**config.mk**
```make
export PLATFORM = sky130hd
export DESIGN_NAME = l1_mmu_arbiter
export DESIGN_NICKNAME = d
export VERILOG_FILES = /design/src/rtl/l1_mmu_arbiter.sv
export SDC_FILE = /design/constraint.sdc
export NUM_CORES = 1
export LEC_CHECK = 0
export CORE_AREA = 5 5 532 534
export DETAILED_ROUTE_END_ITERATION = 8
export DIE_AREA = 0 0 537 539
export SYNTH_ARGS = -nofsm -noshare
export SYNTH_HDL_FRONTEND = slang
export SYNTH_SLANG_ARGS = --single-unit
```
**constraint.sdc**
```tcl
create_clock -name sys_clk -period 2.3 [get_ports sys_clk]
set_clock_uncertainty 0.15 [all_clocks]
set_input_delay 0.575 -clock sys_clk [delete_from_list [all_inputs] [get_ports sys_clk]]
set_output_delay 0.575 -clock sys_clk [all_outputs]
set_load 0.01 [all_outputs]
```
**src/rtl/l1_mmu_arbiter.sv**
```systemverilog
// -----------------------------------------------------------------------------
// l1_mmu_arbiter
//
// Shares the single MMU memory port between the L1 I-cache and the L1 D-cache.
// One requester is granted at a time. The grant is held until the MMU reports
// completion, and the completion is routed back to the granted requester only.
//
// Handshake semantics (all requests are levels, sampled at posedge sys_clk):
//   A requester raises x_req_* and holds it with a stable address/data until it
//   sees x_done high in a cycle. It then retires the request at that edge.
//   The arbiter latches the request when it grants it. From then on,
//   mmu_req_* come only from the latched copy and stay stable until the edge
//   where mmu_done is sampled high. mmu_read_data is valid only while
//   mmu_done is high. x_done is forwarded combinationally from mmu_done, and
//   only while the granted requester still asserts the granted request. A
//   requester that withdraws therefore never sees a done pulse, but its MMU
//   transaction still runs to completion.
//
// Parameters:
//   ADDR_W - request address width
//   LINE_W - cache line width
//
// Ports:
//   sys_clk, rst_n          clock, synchronous active-low reset
//   i_req_read, i_req_addr  I-cache read request
//   i_done, i_read_data     I-cache completion pulse and read data
//   d_req_read/d_req_write  D-cache read / writeback request (write wins)
//   d_req_addr, d_write_data D-cache address and writeback data
//   d_done, d_read_data     D-cache completion pulse and read data
//   mmu_req_read/write      registered MMU request strobes
//   mmu_req_addr/write_data registered MMU address and write data
//   mmu_done, mmu_read_data MMU completion and read data
//   dbg_state_o             current FSM state (IDLE=0, GRANT_I=1, GRANT_D=2,
//                           RELEASE=3)
// -----------------------------------------------------------------------------
module l1_mmu_arbiter #(
  parameter int ADDR_W = 32,
  parameter int LINE_W = 256
) (
  input  logic              sys_clk,
  input  logic              rst_n,
  input  logic              i_req_read,
  input  logic [ADDR_W-1:0] i_req_addr,
  output logic              i_done,
  output logic [LINE_W-1:0] i_read_data,
  input  logic              d_req_read,
  input  logic              d_req_write,
  input  logic [ADDR_W-1:0] d_req_addr,
  input  logic [LINE_W-1:0] d_write_data,
  output logic              d_done,
  output logic [LINE_W-1:0] d_read_data,
  output logic              mmu_req_read,
  output logic              mmu_req_write,
  output logic [ADDR_W-1:0] mmu_req_addr,
  output logic [LINE_W-1:0] mmu_write_data,
  input  logic              mmu_done,
  input  logic [LINE_W-1:0] mmu_read_data,
  output logic [1:0]        dbg_state_o
);

  typedef enum logic [1:0] {
    IDLE    = 2'd0,
    GRANT_I = 2'd1,
    GRANT_D = 2'd2,
    RELEASE = 2'd3
  } state_t;

  state_t            state_q;
  logic              last_grant_q;   // 0 = I was granted last, 1 = D
  logic [ADDR_W-1:0] req_addr_q;
  logic [LINE_W-1:0] req_wdata_q;
  logic              req_is_write_q;
  logic              mmu_rd_q;
  logic              mmu_wr_q;

  logic i_pend;
  logic d_pend;
  logic grant_i_d;
  logic grant_d_d;

  assign i_pend = i_req_read;
  assign d_pend = d_req_read | d_req_write;

  // Round-robin arbitration: if only one side is pending, it wins. On a
  // conflict the side that was not granted last wins.
  always_comb begin
    grant_i_d = 1'b0;
    grant_d_d = 1'b0;
    if (i_pend && (!d_pend || last_grant_q)) begin
      grant_i_d = 1'b1;
    end else if (d_pend) begin
      grant_d_d = 1'b1;
    end
  end

  always_ff @(posedge sys_clk) begin
    if (!rst_n) begin
      state_q        <= IDLE;
      last_grant_q   <= 1'b0;
      req_addr_q     <= '0;
      req_wdata_q    <= '0;
      req_is_write_q <= 1'b0;
      mmu_rd_q       <= 1'b0;
      mmu_wr_q       <= 1'b0;
    end else begin
      case (state_q)
        // RELEASE arbitrates on its exit edge. The request sampled at the
        // completion edge was ignored, which lets the served cache retire its
        // request first. Back-to-back transactions therefore get exactly one
        // bubble cycle.
        IDLE, RELEASE: begin
          if (grant_i_d) begin
            state_q        <= GRANT_I;
            last_grant_q   <= 1'b0;
            req_addr_q     <= i_req_addr;
            req_wdata_q    <= '0;
            req_is_write_q <= 1'b0;
            mmu_rd_q       <= 1'b1;
            mmu_wr_q       <= 1'b0;
          end else if (grant_d_d) begin
            // A writeback beats a simultaneous read. The read stays pending
            // and is arbitrated again after this transaction.
            state_q        <= GRANT_D;
            last_grant_q   <= 1'b1;
            req_addr_q     <= d_req_addr;
            req_wdata_q    <= d_req_write ? d_write_data : '0;
            req_is_write_q <= d_req_write;
            mmu_rd_q       <= ~d_req_write;
            mmu_wr_q       <= d_req_write;
          end else begin
            state_q <= IDLE;
          end
        end
        GRANT_I, GRANT_D: begin
          // There is no timeout: the grant lasts as long as the MMU needs.
          if (mmu_done) begin
            state_q        <= RELEASE;
            req_addr_q     <= '0;
            req_wdata_q    <= '0;
            req_is_write_q <= 1'b0;
            mmu_rd_q       <= 1'b0;
            mmu_wr_q       <= 1'b0;
          end
        end
        default: state_q <= IDLE;
      endcase
    end
  end

  assign mmu_req_read   = mmu_rd_q;
  assign mmu_req_write  = mmu_wr_q;
  assign mmu_req_addr   = req_addr_q;
  assign mmu_write_data = req_wdata_q;

  // Done is suppressed if the granted request was withdrawn. For the D side,
  // the request that must still be asserted is the one that was granted.
  assign i_done = mmu_done && (state_q == GRANT_I) && i_req_read;
  assign d_done = mmu_done && (state_q == GRANT_D) &&
                  (req_is_write_q ? d_req_write : d_req_read);

  assign i_read_data = mmu_read_data;
  assign d_read_data = mmu_read_data;
  assign dbg_state_o = state_q;

endmodule

```
**M1 wires**

Scale bar: 200 um.
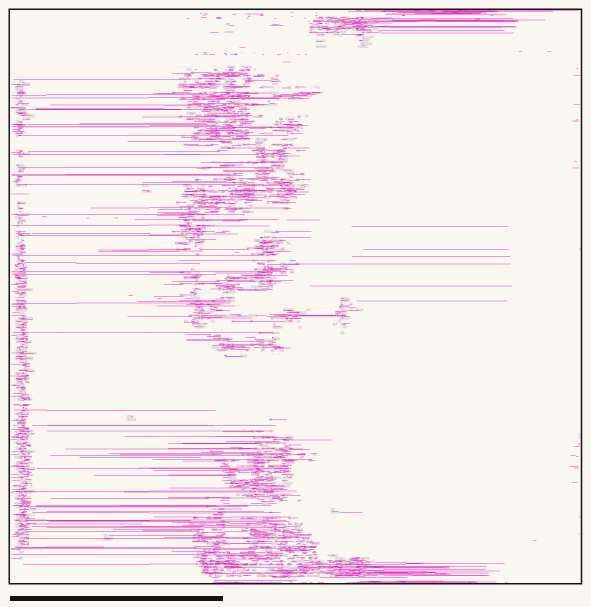
The longest straight run is 272 um. The wires run mostly horizontal.
via count of the routed design: 12.4k
drt total wl: 191 mm
grt met1 use: 0.0705

**Signal wires on met2**

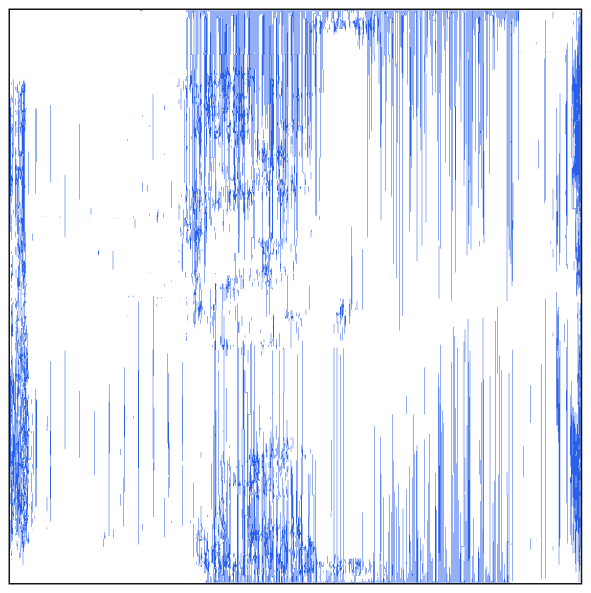
The longest straight run is 301 um. The wires run mostly vertical. The layer carries 82.4 mm of wire.

==> ci_impl_report.md <==
### Yosys + OpenROAD results

| Metric | Value |
|---|---|
| Run status | `complete, but fails checks` |
| Violated checks | `negative setup slack` |
| Post-synthesis share of cell area spent on and, or, nand and nor gates | `0.125` |
| Highest clock rate | `433 MHz` |
| Hold endpoint | `mmu_write_data[240]$_SDFFE_PN0P_` |
| Final setup vio count | `1` |
| Worst-case reg-to-reg path depth | `8` |
| Combinational share of power | `0.404` |
| Number of setup buffers added after CTS | `0` |
| Hold crit path type | `in -> reg` |
| Clk slew on worst S/H paths | `60 ps` |
| Final Hold Violation Tally | `0` |
| Number of DRC violations after detailed routing | `0` |
| Setup repair after global routing missed its margin | `yes` |
| Share of synthesized cell area in and-or and or-and compound cells | `0.163` |
| Crit path cell chain | `dlygate4sd2_1` |
| Final routed wire length divided by cell count | `35.2 um` |
| Initial antenna violation count | `95` |
| Final number of max-transition violations | `0` |
| Clock buffer count in the final layout | `about 50` |
| Die Outline Area | `between 0.2 and 0.3 mm^2` |
| Kind of start point of the critical path | `flop` |
| Top sig layer | `met4` |
| Peak ir drop on the vdd network | `0.511 mV` |
| Crit path setup slack, layout | `-7.38 ps` |
| Sum of internal, switching and leakage power | `22,700 uW` |
| Power density normalized to cell area | `989 mW/mm^2` |
| Nets@finish | `2,254` |
## kinds of logic (layout without fill, tap and decap cells)
logic type | count (synthesis) | in the layout
mux | 11 | 11
other cells | 0 | 9
buf+inv | 617 | 764
compound gates | 323 | 323
flops | 293 | 293
simple gates | 305 | 305
fa+ha+maj | 2 | 2
## per-stage QoR
stage	cell area, um^2	hold WS, ps	worst slack (ps)
6_report	22900	241	-7.38
5_1_grt	22900	225	-3.85
4_1_cts	22900	179	0.644
3_5_place_dp	21700	306	-420
3_3_place_gp	21700	300	-411
2_1_floorplan	14500	317	353
## flip-flops by register name, summed over array words and instances (netlist names)
signal,count
mmu_write_data,256
mmu_req_addr,32
dbg_state_o,2
last_grant_q,1
mmu_req_read,1
mmu_req_write,1
Power and IR drop assume default switching activity.
